===== src/rtl/ram_fifo_ctrl.sv =====
// Streaming FIFO controller around a 1W/1R ram with 1-cycle read latency.
// A 2-entry skid buffer on the output hides the ram read latency.
module ram_fifo_ctrl #(
  parameter int ADD_SIZE  = 11,
  parameter int DATA_SIZE = 32
) (
  input  logic                 clk,
  input  logic                 rst,
  input  logic                 s_valid,
  output logic                 s_ready,
  input  logic [DATA_SIZE-1:0] s_data,
  output logic                 m_valid,
  input  logic                 m_ready,
  output logic [DATA_SIZE-1:0] m_data,
  output logic                 ram_write_en,
  output logic [ADD_SIZE-1:0]  ram_write_address,
  output logic [DATA_SIZE-1:0] ram_data_in,
  output logic                 ram_read_en,
  output logic [ADD_SIZE-1:0]  ram_read_address,
  input  logic [DATA_SIZE-1:0] ram_data_out,
  output logic [ADD_SIZE+1:0]  level,
  output logic                 full,
  output logic                 empty
);

  localparam logic [ADD_SIZE:0] FULL_CNT =
    {1'b1, {ADD_SIZE{1'b0}}};

  logic [ADD_SIZE-1:0]  wr_ptr;
  logic [ADD_SIZE-1:0]  rd_ptr;
  logic [ADD_SIZE:0]    ram_cnt;
  logic                 inflight;
  logic [1:0]           buf_cnt;
  logic [DATA_SIZE-1:0] buf0;
  logic [DATA_SIZE-1:0] buf1;

  logic       push;
  logic       pop;
  logic       issue;
  logic [1:0] occ;

  assign full    = (ram_cnt == FULL_CNT);
  assign s_ready = !full;
  assign push    = s_valid & s_ready;

  assign m_valid = (buf_cnt != 2'd0);
  assign m_data  = buf0;
  assign pop     = m_valid & m_ready;

  // Outstanding words past the ram once this cycle's pop is taken.
  assign occ   = {1'b0, inflight} + buf_cnt - {1'b0, pop};
  assign issue = (ram_cnt != '0) && (occ < 2'd2);

  assign ram_write_en      = push;
  assign ram_write_address = wr_ptr;
  assign ram_data_in       = push ? s_data : '0;
  assign ram_read_en       = issue;
  assign ram_read_address  = rd_ptr;

  assign level = {1'b0, ram_cnt}
               + {{(ADD_SIZE+1){1'b0}}, inflight}
               + {{ADD_SIZE{1'b0}}, buf_cnt};
  assign empty = (level == '0);

  // Ram pointers, committed word count and read-in-flight flag.
  always_ff @(posedge clk) begin
    if (rst) begin
      wr_ptr   <= '0;
      rd_ptr   <= '0;
      ram_cnt  <= '0;
      inflight <= 1'b0;
    end else begin
      if (push)
        wr_ptr <= wr_ptr + ADD_SIZE'(1);
      if (issue)
        rd_ptr <= rd_ptr + ADD_SIZE'(1);
      if (push && !issue)
        ram_cnt <= ram_cnt + (ADD_SIZE+1)'(1);
      else if (issue && !push)
        ram_cnt <= ram_cnt - (ADD_SIZE+1)'(1);
      inflight <= issue;
    end
  end

  // Skid buffer: buf0 is the oldest entry.
  always_ff @(posedge clk) begin
    if (rst) begin
      buf_cnt <= 2'd0;
      buf0    <= '0;
      buf1    <= '0;
    end else begin
      unique case (1'b1)
        (pop && inflight): begin
          if (buf_cnt == 2'd1) begin
            buf0 <= ram_data_out;
          end else begin
            buf0 <= buf1;
            buf1 <= ram_data_out;
          end
        end
        (pop && !inflight): begin
          buf0    <= buf1;
          buf_cnt <= buf_cnt - 2'd1;
        end
        (!pop && inflight): begin
          if (buf_cnt == 2'd0)
            buf0 <= ram_data_out;
          else
            buf1 <= ram_data_out;
          buf_cnt <= buf_cnt + 2'd1;
        end
        default: begin
        end
      endcase
    end
  end

endmodule


===== config.mk =====
export PLATFORM = sky130hd
export DESIGN_NAME = ram_fifo_ctrl
export DESIGN_NICKNAME = d
export VERILOG_FILES = /design/src/rtl/ram_fifo_ctrl.sv
export SDC_FILE = /design/constraint.sdc
export NUM_CORES = 1
export LEC_CHECK = 0
export ABC_CLOCK_PERIOD_IN_PS = 8100
export CAP_MARGIN = 20
export CELL_PAD_IN_SITES_DETAIL_PLACEMENT = 1
export CELL_PAD_IN_SITES_GLOBAL_PLACEMENT = 1
export CORE_ASPECT_RATIO = 0.7
export CORE_MARGIN = 2
export CORE_UTILIZATION = 36
export DETAILED_ROUTE_END_ITERATION = 12
export PLACE_DENSITY_LB_ADDON = 0.1
export SYNTH_ARGS = -nofsm -noshare
export SYNTH_HDL_FRONTEND = slang
export SYNTH_SLANG_ARGS = --single-unit

===== constraint.sdc =====
create_clock -name clk -period 8.1 [get_ports clk]
set_clock_uncertainty 0.05 [all_clocks]
set_input_delay 1.62 -clock clk [delete_from_list [all_inputs] [get_ports clk]]
set_output_delay 1.62 -clock clk [all_outputs]
set_load 0.01 [all_outputs]

==> out/metrics.sh, run 1 <==
STATUS='completed'
GLOBALROUTE.TOTALOVERFLOW=0
NUMBER_OF_GATES_GIVEN_A_NEW_DRIVE_STRENGTH_AFTER_CTS=0
MAX_CLOCK_FREQ_MHz=180
YS_SEQ_ELEMENTS=101
TIMING.FINAL.SETUP_VIOLATIONS=0
ANTENNA_FOUND_INITIAL=0
NUMBER_OF_BUFFERS_INSERTED_FOR_HOLD_REPAIR_AFTER_CLOCK_TREE_SYNTHESIS=0
PORT_BUFFERS=172
DIEWIDTH_UM=147
TOP_CELLS_EXCL_FILL_TAP='171 x sky130_fd_sc_hd__clkdlybuf4s50_1, 101 x sky130_fd_sc_hd__dfxtp_1, 88 x sky130_fd_sc_hd__nand2_1'
RELSLEWSLACK=0.310
SYNTH-AREA-YOSYS_UM2=5170
DRC=0
SYNTH_SIMPLE_GATE_AREA_SHARE=0.236
CRIT_PATH_CELL_TRACE='inv_1 > fa_1 > fa_1 > nor4b_1 > a31oi_1 > nor4_1 > nor4bb_1 > clkdlybuf4s50_1'
GRT_PASS1_WL_UM=26400
FIRST_PASS_ITERATION_COUNT_OF_THE_DETAILED_ROUTER=4
TIMING.CRITICAL_PATH.ARRIVAL_NS=3.90
WORST_PIN_SLEW_NS=1.04
CTS_BUF_COUNT=9
YOSYSTOPAREACELLSHARE=0.391
SKEW_PAIR_LATE_INSERTION_DELAY_NS=0.35
POSTSYNTHCELLCOUNT=624
ROUTED-VIA-COUNT=4866
ROUTE.ANTENNA.REMAINING_NETS=0
YOSYS.AREA_SHARE.XOR_XNOR=0.0731
FLOORPLAN.NETS=712
R2R-START='ram_cnt[7]'
MIN-DELAY-START='buf1[8]'
CRITPATHSLOWESTCELL='sky130_fd_sc_hd__nor4b_1'
YS_TOP_LOGIC_FAMILY='simple AND/OR/NAND/NOR gates'
GRT_MAX_DEGREE=106
FINAL-HOLD-VIOLATION-COUNT=0
YS_TOP_CELLS_BY_AREA='sky130_fd_sc_hd__dfxtp_1 39%, sky130_fd_sc_hd__mux2i_1 7.0%, sky130_fd_sc_hd__nand2_1 6.4%, sky130_fd_sc_hd__nor2_1 5.4%, sky130_fd_sc_hd__a211oi_1 4.8%'
SYNTH_SEQ_SHARE=0.391
NETS=857
[run 1: per-layer routing]
layer | global-route usage | vias up | routed length, µm
li1 | - | 2403 | -
met1 | 0.269 | 2355 | 7210
met2 | 0.362 | 100 | 7660
met3 | 0.0513 | 8 | 753
met4 | 0.0385 | 0 | 92
met5 | 0 | - | 0
[run 1: cell usage after synthesis (3+ instances only)]
cell and count:
sky130_fd_sc_hd__nor2_1 74, sky130_fd_sc_hd__ha_1 17, sky130_fd_sc_hd__fa_1 3, sky130_fd_sc_hd__o211ai_1 3
sky130_fd_sc_hd__nand2b_1 4, sky130_fd_sc_hd__or3_1 5, sky130_fd_sc_hd__nor3_1 8, sky130_fd_sc_hd__dfxtp_1 101
sky130_fd_sc_hd__nor4_1 5, sky130_fd_sc_hd__and3_1 5, sky130_fd_sc_hd__inv_1 14, sky130_fd_sc_hd__mux2i_1 36
sky130_fd_sc_hd__o21ai_0 13, sky130_fd_sc_hd__xnor2_1 26, sky130_fd_sc_hd__nor3b_1 3, sky130_fd_sc_hd__nand3_1 11
sky130_fd_sc_hd__and2_1 34, sky130_fd_sc_hd__a21oi_1 49, sky130_fd_sc_hd__a211oi_1 33, sky130_fd_sc_hd__xor2_1 14
sky130_fd_sc_hd__clkbuf_1 33, sky130_fd_sc_hd__buf_2 6, sky130_fd_sc_hd__nand4_1 9, sky130_fd_sc_hd__nand2_1 88
[run 1: sequential cells by signal (all words and copies together), names as in the netlist]
register           flops
ram_read_address      11
buf_cnt                2
ram_write_address     11
m_data                32
ram_cnt               12
inflight               1
buf1                  32
[run 1: per-stage QoR]
step	std cells	hold slack [ns]
after detailed placement	947	0.396
after global placement	946	0.390
after floorplan	624	0.386
final	963	0.406
after CTS	962	0.407
after global routing	963	0.432
[run 1: layout make-up]
type,instances,share of cell area
timing repair buffer,177,0.244
inverter,15,0.00770
tap,190,0.0325
multi-input combinational,465,0.401
clock buffer,9,0.0308
sequential,101,0.276
clock inverter,6,0.00787
[run 1: final timing paths]
| path | to | slack (ns) | depth (start not counted) |
|---|---|---|---|
| setup reg to reg | ram_cnt[11] | 3.68 | 13 |
| setup / recovery | empty | 2.53 | 8 |
| hold reg to reg | buf1[8] | 0.41 | 2 |
| hold / removal | buf1[8] | 0.41 | 2 |
[run 1: worst register-to-register path, stage by stage (launching register included)]
cell and delay [ns]:
sky130_fd_sc_hd__dfxtp_1 0.39, sky130_fd_sc_hd__nor4_1 0.74, sky130_fd_sc_hd__nand3_1 0.18, sky130_fd_sc_hd__nor2_2 0.40
sky130_fd_sc_hd__or2_1 0.26, sky130_fd_sc_hd__ha_1 0.25, sky130_fd_sc_hd__inv_1 0.21, sky130_fd_sc_hd__ha_1 0.36
sky130_fd_sc_hd__a211oi_1 0.34, sky130_fd_sc_hd__o211ai_1 0.16, sky130_fd_sc_hd__nor4bb_1 0.16, sky130_fd_sc_hd__or3_1 0.31
sky130_fd_sc_hd__a21oi_1 0.15, sky130_fd_sc_hd__mux2_2 0.35
[run 1: power breakdown]
group          internal (mW)  switching [mW]  total (mW)
clock                  0.214           0.206       0.420
combinational          0.694           0.827        1.52
sequential             0.616           0.106       0.722
total                   1.52            1.14        2.66
Figure 1. Routing congestion map (run 1).
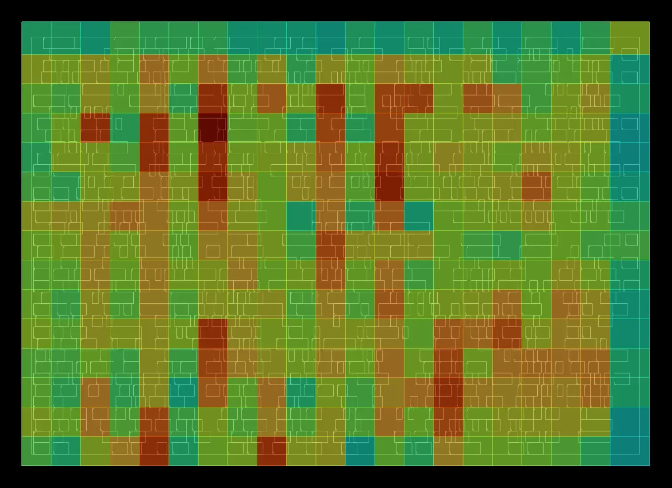
fraction of met3 tracks used by global routing: 0.0513
met2 GRT Util: 0.362
layer with the highest usage: met2
routed wirelength normalized by instance count: 16.3 µm
routing usage on met1: 0.269

Figure 2. Selected gate families (run 1).
Scale bar: 50 µm.
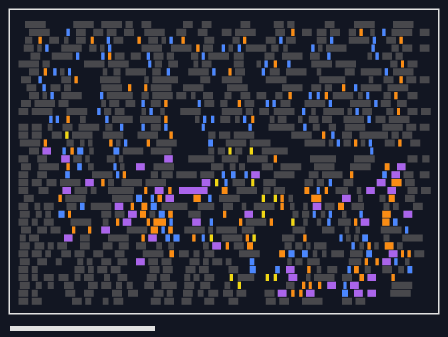
purple -> xor and xnor cells  # cells 41, most used xnor2_1
blue -> nand cells  # cells 112, most used nand2_1, where all over the die
orange -> nor cells  # cells 97, most used nor2_1, where all over the die
yellow -> inv cells  # cells 15, most used inv_1
fin cells: 963
most common logic cell in the routed design: sky130_fd_sc_hd__clkdlybuf4s50_1
fraction of standard cell area in multi-input logic: 0.401

Figure 3. Drive-strength map (run 1).
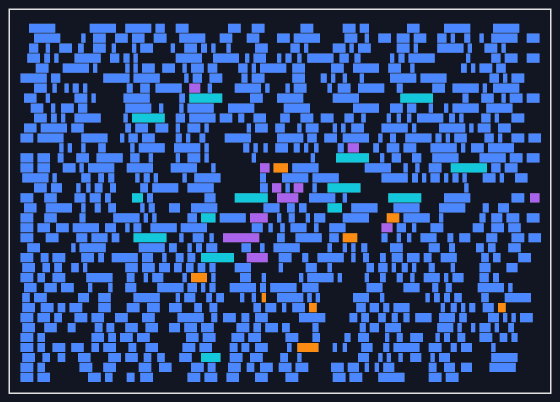
orange -> _2 cells  # cells 8, share 1.0%
cyan -> _6 and larger  # cells 14, share 1.8%, most used clkbuf_16
purple -> _3 and _4 cells  # cells 11, share 1.4%, most used buf_4
blue -> _0 and _1 cells  # cells 740, share 96%, most used clkdlybuf4s50_1
post-route cell area: 7320 µm²
Setup WS post-layout: 2.53 ns
Signal buffers: 177
Synth-to-Final Area Change: 41.5%

## Run 2: what changed since run 1
--- a/config.mk
+++ b/config.mk
@@ -5,13 +5,13 @@
 export SDC_FILE = /design/constraint.sdc
 export NUM_CORES = 1
 export LEC_CHECK = 0
-export ABC_CLOCK_PERIOD_IN_PS = 8100
+export ABC_CLOCK_PERIOD_IN_PS = 5300
 export CAP_MARGIN = 20
 export CELL_PAD_IN_SITES_DETAIL_PLACEMENT = 1
 export CELL_PAD_IN_SITES_GLOBAL_PLACEMENT = 1
 export CORE_ASPECT_RATIO = 0.7
 export CORE_MARGIN = 2
-export CORE_UTILIZATION = 36
+export CORE_UTILIZATION = 33
 export DETAILED_ROUTE_END_ITERATION = 12
 export PLACE_DENSITY_LB_ADDON = 0.1
 export SYNTH_ARGS = -nofsm -noshare
==> constraint.sdc (replaced) <==
create_clock -name clk -period 5.3 [get_ports clk]
set_clock_uncertainty 0.05 [all_clocks]
set_input_delay 1.06 -clock clk [delete_from_list [all_inputs] [get_ports clk]]
set_output_delay 1.06 -clock clk [all_outputs]
set_load 0.01 [all_outputs]
==> run 2 against run 1 <==
- count of clock-buffer cells in the layout unchanged
- wire length down 0.82%
- sequential power increased by 54%
- critical path type unchanged
- worst hold slack improved by 0.0035 ns
- core utilization decreased by 4.9 points
- combinational power rose by 51%
- flip-flop count is the same
- critical path depth unchanged
- worst setup slack got worse by 2.2 ns
- synthesized cell count unchanged
- register-to-register slack worse by 2.7 ns
==> out/metrics.sh, run 2 <==
CLOCK_POWER_SHARE=0.157  # was 0.158
FIRST_PASS_ITERATION_COUNT_OF_THE_DETAILED_ROUTER=5  # was 4
POSTSYNTHCELLCOUNT=624  # unchanged
RELSLEWSLACK=0.264  # was 0.310
ANTENNA_FOUND_INITIAL=0  # unchanged
DR_WL_MET3_UM=802  # was 753 µm
DIE_AREA_UM2=16700  # was 15300 µm²
TOP_CELLS_EXCL_FILL_TAP='171 x sky130_fd_sc_hd__clkdlybuf4s50_1, 101 x sky130_fd_sc_hd__dfxtp_1, 88 x sky130_fd_sc_hd__nand2_1'  # unchanged
STATUS='completed'  # unchanged
POST-ROUTE-MIN-PERIOD_NS=4.94
MAX_CLOCK_FREQ_MHz=202
P_INT_mW=2.33  # was 1.52 mW
DIEWIDTH_UM=154  # was 147 µm
NUMBER_OF_BUFFERS_INSERTED_FOR_HOLD_REPAIR_AFTER_CLOCK_TREE_SYNTHESIS=0  # unchanged
FP.COREAREA_UM2=15400  # was 14000 µm²
ROUTE.ANTENNA.REMAINING_NETS=0  # unchanged
POWER.SHARE.SWITCHING=0.424  # was 0.428
ROUTED-WL-MET2_UM=7350  # was 7660 µm
SYNTH_TO_FINAL_AREA_CHANGE_PCT=41.7  # was 41.5%
CRITPATHREQUIREDTIME_NS=4.19  # was 6.43 ns
WIRE_PER_INST_UM=16.0  # was 16.3 µm
SYNTH-AREA-YOSYS_UM2=5170  # unchanged
CRITPATHSLOWESTCELL='sky130_fd_sc_hd__nor4b_1'  # unchanged
YS_SEQ_ELEMENTS=101  # unchanged
WORST_PIN_SLEW_NS=1.10  # was 1.04 ns
TIMING.FINAL.SETUP_VIOLATIONS=0  # unchanged
GLOBALROUTE.TOTALOVERFLOW=0  # unchanged
HOLDPATHSTAGES=2  # unchanged
PORT_BUFFERS=172  # unchanged
FLOORPLAN.NETS=712  # unchanged
YOSYSMOSTFREQUENTCELL='sky130_fd_sc_hd__dfxtp_1'  # unchanged
DRIVE_ABOVE_1_SHARE=0.0439  # was 0.0427
POWER.SHARE.COMBINATIONAL=0.569  # was 0.571
SYNTH_SEQ_SHARE=0.391  # unchanged
CLK_TRANSITION_REPORTED_PATHS_NS=0.07  # was 0.08 ns
MIN-DELAY-START='buf1[31]'  # was buf1[8]
WORST_PATH_MOST_REPEATED_CELL='sky130_fd_sc_hd__fa_1'  # unchanged
SEQ_POWER_SHARE=0.274  # was 0.271
CTS_BUF_COUNT=9  # unchanged
LAYOUT_SETUP_WS_NS=0.359  # was 2.53 ns
LAYOUT.CELL_AREA.NON_FILLER_UM2=7320  # about the same
SKEW_PAIR_LATE_INSERTION_DELAY_NS=0.34  # was 0.35 ns
ROUTEDLENGTHMET1_UM=7360  # was 7210 µm
ROUTED.TOP_LAYER='met4'  # unchanged
YS_TOP_CELLS_BY_AREA='sky130_fd_sc_hd__dfxtp_1 39%, sky130_fd_sc_hd__mux2i_1 7.0%, sky130_fd_sc_hd__nand2_1 6.4%, sky130_fd_sc_hd__nor2_1 5.4%, sky130_fd_sc_hd__a211oi_1 4.8%'  # unchanged
DRC=0  # unchanged
GRT_PASS1_WL_UM=25200  # was 26400 µm
GRT_MAX_DEGREE=106  # unchanged
SWITCHINGPOWER_mW=1.71  # was 1.14 mW
FINAL.HOLD.WORST_SLACK_NS=0.410  # was 0.406 ns
WORST_REG_TO_REG_CELLS=15  # was 13
CRIT_PATH_CELL_TRACE='inv_1 > fa_1 > fa_1 > nor4b_1 > a31oi_1 > nor4_1 > nor4bb_1 > clkdlybuf4s50_1'  # unchanged
YOSYSTOPAREACELLSHARE=0.391  # unchanged
FINAL_LAYOUT_TOP_LOGIC_CELL='sky130_fd_sc_hd__clkdlybuf4s50_1'  # unchanged
TIMING.CRITICAL_PATH.ARRIVAL_NS=3.83  # was 3.90 ns
YOSYS-TOP-CELLS-COUNT='101 x sky130_fd_sc_hd__dfxtp_1, 88 x sky130_fd_sc_hd__nand2_1, 74 x sky130_fd_sc_hd__nor2_1'  # unchanged
NETS=857  # unchanged
## run 2: cell counts after synthesis
No cell type changed its count.
## run 2: per-stage QoR
stage | instances | power, mW
finish | 974 | 4.04
global placement | 957 | 3.36
global route | 974 | 4.38
CTS | 973 | 4.10
floorplan | 624 | 2.65
detailed placement | 957 | 3.45
## run 2: final timing paths
kind              slack, ns           to
hold reg to reg        0.41     buf1[31]
hold / removal         0.41     buf1[31]
setup reg to reg       0.96  ram_cnt[11]
setup / recovery       0.36        empty
## run 2: power groups by stage
stage | clock network, mW | logic (mW) | registers [mW]
4_1_cts | 0.659 | 2.33 | 1.11
5_1_grt | 0.687 | 2.56 | 1.13
3_5_place_dp | 0 | 2.32 | 1.13
2_1_floorplan | 0 | 1.57 | 1.09
6_report | 0.635 | 2.30 | 1.11
3_3_place_gp | 0 | 2.24 | 1.12
## run 2: layout make-up
class	instances	share of cell area
multi-input combinational	465	0.400
clock buffer	9	0.0308
clock inverter	7	0.00820
sequential	101	0.276
tap	200	0.0342
timing repair buffer	177	0.243
inverter	15	0.00769
## run 2: critical path: cells and delay by family, from the launching register on
| kind | cells | cell delay [ns] |
|---|---|---|
| AOI/OAI and AO/OA | 1 | 0.18 |
| adders and majority gates | 2 | 0.99 |
| DFF | 1 | 0.50 |
| buffers and inverters | 2 | 0.75 |
| and+or+nand+nor | 3 | 1.06 |
## run 2: per-layer routing
layer / global-route usage / vias to the layer above
met2: 0.319 / 100
met5: 0 / -
li1: - / 2412
met1: 0.235 / 2366
met4: 0.0295 / 0
met3: 0.0489 / 8
## run 2: cells by family after synthesis
| group | after synthesis | synth area share |
|---|---|---|
| adder cells (fa/ha/maj) | 21 | 0.0547 |
| AND-OR/OR-AND | 108 | 0.128 |
| flip-flops | 101 | 0.391 |
| multiplexers | 37 | 0.0719 |
| XOR/XNOR | 41 | 0.0731 |
| buffers and inverters | 58 | 0.0453 |
| AND/OR/NAND/NOR | 258 | 0.236 |
Figure 4. M3 wires (run 2).
Cells faint in the background.
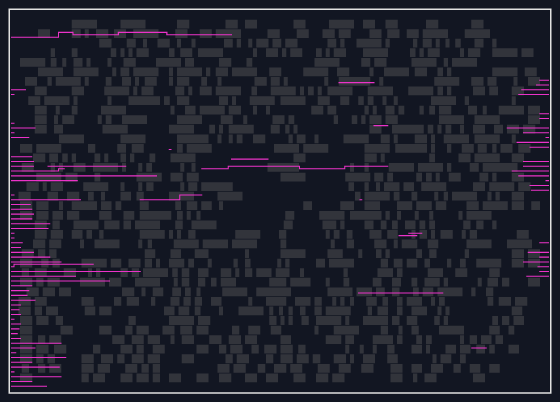
nets with wire on the layer = 85
main direction = horizontal
share of all routed wire = 5.1%
longest straight run = 41.2 µm
wire length on this layer = 803 µm
DRT Wirelength: 15600 µm
fraction of met3 tracks used by global routing: 0.0489
via count of the routed design: 4886

Figure 5. Selected gate families (run 2).
Scale bar: 50 µm.
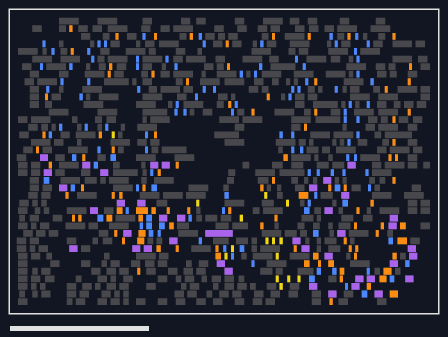
blue -> nand cells  # cells 112, most used nand2_1, where all over the die
yellow -> inv cells  # cells 15, most used inv_1, where south
purple -> xor and xnor cells  # cells 41, most used xnor2_1
orange -> nor cells  # cells 97, most used nor2_1, where all over the die

## Run 3: what changed since run 2
--- a/config.mk
+++ b/config.mk
@@ -5,7 +5,7 @@
 export SDC_FILE = /design/constraint.sdc
 export NUM_CORES = 1
 export LEC_CHECK = 0
-export ABC_CLOCK_PERIOD_IN_PS = 5300
+export ABC_CLOCK_PERIOD_IN_PS = 5020
 export CAP_MARGIN = 20
 export CELL_PAD_IN_SITES_DETAIL_PLACEMENT = 1
 export CELL_PAD_IN_SITES_GLOBAL_PLACEMENT = 1
==> constraint.sdc (replaced) <==
create_clock -name clk -period 5.02 [get_ports clk]
set_clock_uncertainty 0.05 [all_clocks]
set_input_delay 1.004 -clock clk [delete_from_list [all_inputs] [get_ports clk]]
set_output_delay 1.004 -clock clk [all_outputs]
set_load 0.01 [all_outputs]
==> run 3 against run 2 <==
- core utilization is 0.089 points higher
- register-to-register slack worse by 0.10 ns
- wire length is 0.86% higher
- sequential power is 5% higher
- via count hardly changed
- synthesized area stayed put
- sequential share of layout area is 0.052 points lower
- cell count is 0.21% higher
- total power is 6.7% higher
- synthesized cell count stayed put
- critical path depth stayed put
- largest cell class unchanged
- highest routed layer unchanged
==> out/metrics.sh, run 3 <==
STATUS='completed'  # unchanged
DIEWIDTH_UM=154  # unchanged
WORST_REG_TO_REG_CELLS=15  # unchanged
CTS_BUFFER_DEPTH=2  # unchanged
GLOBALROUTE.TOTALOVERFLOW=0  # unchanged
WIRE_PER_INST_UM=16.1  # was 16.0 µm
TOTALNEGATIVESETUPSLACK_NS=0  # unchanged
CTS_BUF_COUNT=9  # unchanged
VDD.IR_DROP.WORST_mV=0.220  # was 0.198 mV
HEIGHT_OF_THE_DIE_UM=109  # unchanged
MIN-DELAY-START='buf1[5]'  # was buf1[31]
ROUTED_VIA_DENSITY=5.01  # was 5.02
POST-ROUTE-MIN-PERIOD_NS=4.69
GRT_MAX_DEGREE=106  # unchanged
SYNTH_TOP_CELL_BY_AREA='sky130_fd_sc_hd__dfxtp_1'  # unchanged
RELSLEWSLACK=0.285  # was 0.264
TIMING.RR.END='ram_cnt[11]'  # unchanged
DIODES=0  # unchanged
WORSTSETUPENDPOINT='empty'  # unchanged
NUMBER_OF_BUFFERS_INSERTED_FOR_HOLD_REPAIR_AFTER_CLOCK_TREE_SYNTHESIS=0  # unchanged
TRITONCTS_CLOCK_TREE='yes'  # unchanged
SKEW_PAIR_LATE_INSERTION_DELAY_NS=0.35  # was 0.34 ns
DIE_AREA_UM2=16700  # unchanged
SYN-MEAN-INSTANCE-AREA_UM2=8.28  # unchanged
YS_CELLS=624  # unchanged
ANTENNA_FOUND_INITIAL=0  # unchanged
WORST_PIN_SLEW_NS=1.07  # was 1.10 ns
TIMING.CRITICAL_PATH.FROM='inflight'  # unchanged
YS_SEQ_ELEMENTS=101  # unchanged
YOSYSTOPAREACELLSHARE=0.391  # unchanged
SYNTH_SEQ_SHARE=0.391  # unchanged
FINAL-MAX-SLEW-VIOLATION-COUNT=0  # unchanged
GRT_SETUP_UNREPAIRED='no'  # unchanged
CLK_ROOT_BUFFER_CELL='sky130_fd_sc_hd__clkbuf_16'  # unchanged
FLOORPLAN.NETS=712  # unchanged
NETS=859  # was 857
FP.COREAREA_UM2=15400  # unchanged
CRITPATHREQUIREDTIME_NS=3.97  # was 4.19 ns
REG2REG_SLACK_NS=0.86  # was 0.96 ns
HTREE_LEVELS=3  # unchanged
YOSYS-TOP-CELLS-COUNT='101 x sky130_fd_sc_hd__dfxtp_1, 88 x sky130_fd_sc_hd__nand2_1, 74 x sky130_fd_sc_hd__nor2_1'  # unchanged
PERIOD_USED_SHARE=0.934
POWER_DENSITY_nW_PER_UM2=588  # was 552 nW/µm²
DP_HPWL_UM=11300  # about the same
CLK_SINK_COUNT=101  # unchanged
FIRST_GLOBAL_VIAS=5120  # was 5096
PORT_BUFFERS=172  # unchanged
MAX_CLOCK_FREQ_MHz=213
COUNT_OF_CELL_TYPES_IN_THE_NETLIST=48  # unchanged
FINAL-HOLD-VIOLATION-COUNT=0  # unchanged
WORSTHOLDPATHTYPE='register to register'  # unchanged
SETUP_CRIT_START_KIND='register'  # unchanged
DRIVE_ABOVE_1_SHARE=0.0464  # was 0.0439
FINAL.HOLD.WORST_SLACK_NS=0.405  # was 0.410 ns
YOSYSMOSTFREQUENTCELL='sky130_fd_sc_hd__dfxtp_1'  # unchanged
DRC=0  # unchanged
FIRST_PASS_ITERATION_COUNT_OF_THE_DETAILED_ROUTER=4  # was 5
TIMING.CRITICAL_PATH.ARRIVAL_NS=3.63  # was 3.83 ns
TOP_CELLS_EXCL_FILL_TAP='171 x sky130_fd_sc_hd__clkdlybuf4s50_1, 101 x sky130_fd_sc_hd__dfxtp_1, 88 x sky130_fd_sc_hd__nand2_1'  # unchanged
GRT.TOTAL_USAGE=0.189  # was 0.184
GRT_PASS1_WL_UM=25900  # was 25200 µm
R2R-START='buf_cnt[1]'  # unchanged
ASYNC_FLOP_SHARE=0  # unchanged
SYNTH_TO_FINAL_AREA_CHANGE_PCT=42.0  # was 41.7%
LEAKAGE_POWER_nW=2.73  # was 2.72 nW
WARNING_COUNT=29  # unchanged
CLK_TRANSITION_REPORTED_PATHS_NS=0.07  # about the same
TIMING.FINAL.SETUP_VIOLATIONS=0  # unchanged
ENABLE_FLOP_CELLS=0  # unchanged
SYNTH-AREA-YOSYS_UM2=5170  # unchanged
FP-ROW-COUNT=38  # unchanged
SYNTH_WARNINGS=0  # unchanged
FINAL_LAYOUT_TOP_LOGIC_CELL='sky130_fd_sc_hd__clkdlybuf4s50_1'  # unchanged
TIMING_WORST_SETUP_PATH_TYPE='register to output port'  # unchanged
YS_TOP_CELLS_BY_AREA='sky130_fd_sc_hd__dfxtp_1 39%, sky130_fd_sc_hd__mux2i_1 7.0%, sky130_fd_sc_hd__nand2_1 6.4%, sky130_fd_sc_hd__nor2_1 5.4%, sky130_fd_sc_hd__a211oi_1 4.8%'  # unchanged
ROUTE.ANTENNA.REMAINING_NETS=0  # unchanged
POSTSYNTHCELLCOUNT=624  # unchanged
MAXCAPVIOLCOUNT=0  # unchanged
SYN-CELL-AREA_UM2=5170  # unchanged
DRT-INITIAL-DRC-COUNT=177  # was 193
SYNTH_TOP_FLOP_CELL='sky130_fd_sc_hd__dfxtp_1'  # unchanged
IO_PINS=173  # unchanged
-- run 3: cell counts after synthesis --
Identical to the previous run, type by type.
-- run 3: final cells by class --
class / count / area (µm²)
Clock buffer: 10 / 229
Clock inverter: 6 / 56.3
Fill cell: 1820 / 8070
Inverter: 15 / 56.3
Multi-Input combinational cell: 465 / 2940
Sequential cell: 101 / 2020
Tap cell: 200 / 250
Timing Repair Buffer: 179 / 1780
-- run 3: worst min path at each step --
stage / endpoint / slack (ns) / cells past startpoint
floorplan: buf1[0] / 0.39 / 2
global placement: buf1[7] / 0.39 / 2
detailed placement: buf1[10] / 0.40 / 2
CTS: buf1[10] / 0.41 / 2
global route: buf1[10] / 0.43 / 2
finish: buf1[5] / 0.41 / 2
-- run 3: cells by family (layout without fill, tap and decap cells) --
kind of cell / after synthesis / in the layout / share of synthesized area
AND-OR/OR-AND: 108 / 108 / 0.128
XOR/XNOR: 41 / 41 / 0.0731
adder cells (fa/ha/maj): 21 / 21 / 0.0547
buffers and inverters: 58 / 210 / 0.0453
flip-flops: 101 / 101 / 0.391
multiplexers: 37 / 37 / 0.0719
AND/OR/NAND/NOR: 258 / 258 / 0.236
-- run 3: metal layers --
| layer | global-route usage | up-vias | part of all wire |
|---|---|---|---|
| met2 | 0.315 | 105 | 0.47 |
| li1 | - | 2414 | - |
| met3 | 0.0509 | 11 | 0.053 |
| met1 | 0.252 | 2357 | 0.47 |
| met5 | 0 | - | 0 |
| met4 | 0.0321 | 0 | 0.0067 |
-- run 3: metrics by stage --
step	worst slack [ns]	area [µm²]	power (mW)	instances	util
after floorplan	0.854	5170	2.80	624	-
after global routing	0.100	7340	4.66	976	0.476
after global placement	0.234	7030	3.57	959	0.456
after detailed placement	0.168	7030	3.66	959	0.456
after CTS	0.0683	7310	4.36	975	0.475
final	0.331	7340	4.31	976	0.476
-- run 3: timing repair --
action / CTS / global route
gates resized: 0 / 1
buffers inserted: 0 / 0
setup endpoints to repair: 0 / 1
-- run 3: power by group --
part | switching (mW) | internal (mW) | leakage, nW
Combinational | 1.34 | 1.14 | 1.77
Clock | 0.329 | 0.347 | 0.137
Sequential | 0.169 | 0.994 | 0.826
Total | 1.84 | 2.48 | 2.73
-- run 3: critical path: stages, from the launching register on --
cell and delay, ns:
sky130_fd_sc_hd__dfxtp_1 0.49, sky130_fd_sc_hd__inv_1 0.17, sky130_fd_sc_hd__fa_1 0.46, sky130_fd_sc_hd__fa_1 0.52, sky130_fd_sc_hd__nor4b_2 0.46, sky130_fd_sc_hd__a31oi_1 0.14
sky130_fd_sc_hd__nor4_1 0.23, sky130_fd_sc_hd__nor4bb_1 0.23, sky130_fd_sc_hd__clkdlybuf4s50_1 0.58
Figure 6. M3 wires (run 3).
Cells faint in the background.
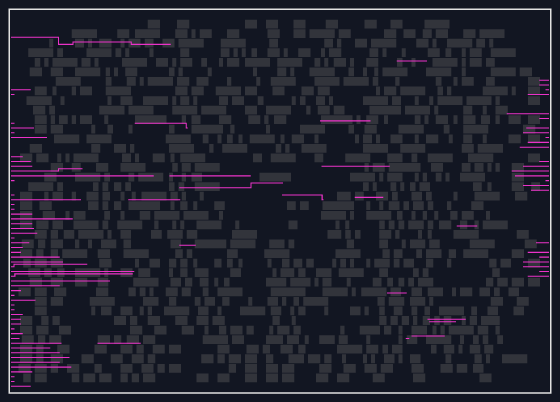
nets with wire on the layer = 87
wire length on this layer = 837 µm
via count of the routed design: 4887
fraction of met3 tracks used by global routing: 0.0509
DRT Wirelength: 15700 µm

Figure 7. Drive-strength map (run 3).
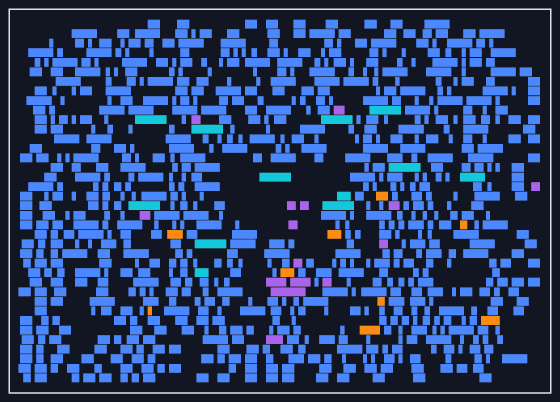
purple -> _3 and _4 cells  # cells 15, share 1.9%, most used buf_4
cyan -> _6 and larger  # cells 12, share 1.5%, most used clkbuf_16
blue -> _0 and _1 cells  # cells 740, share 95%, most used clkdlybuf4s50_1
orange -> _2 cells  # cells 9, share 1.2%


==> gallery <==
Clock network drawn from the DEF.
Plate I
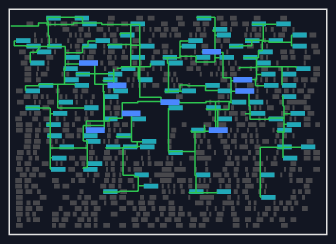
Plate II
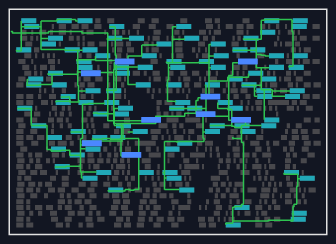
Plate I comes from run 2.
Plate II comes from run 1.

Key to Plate I:
blue -> clock drivers  # count 9
green -> clock wires  # length 1320 µm
cyan -> flip-flops  # count 101
routed clock nets = 10

Power figures rest on the tool's default switching activity, not on a simulated workload.
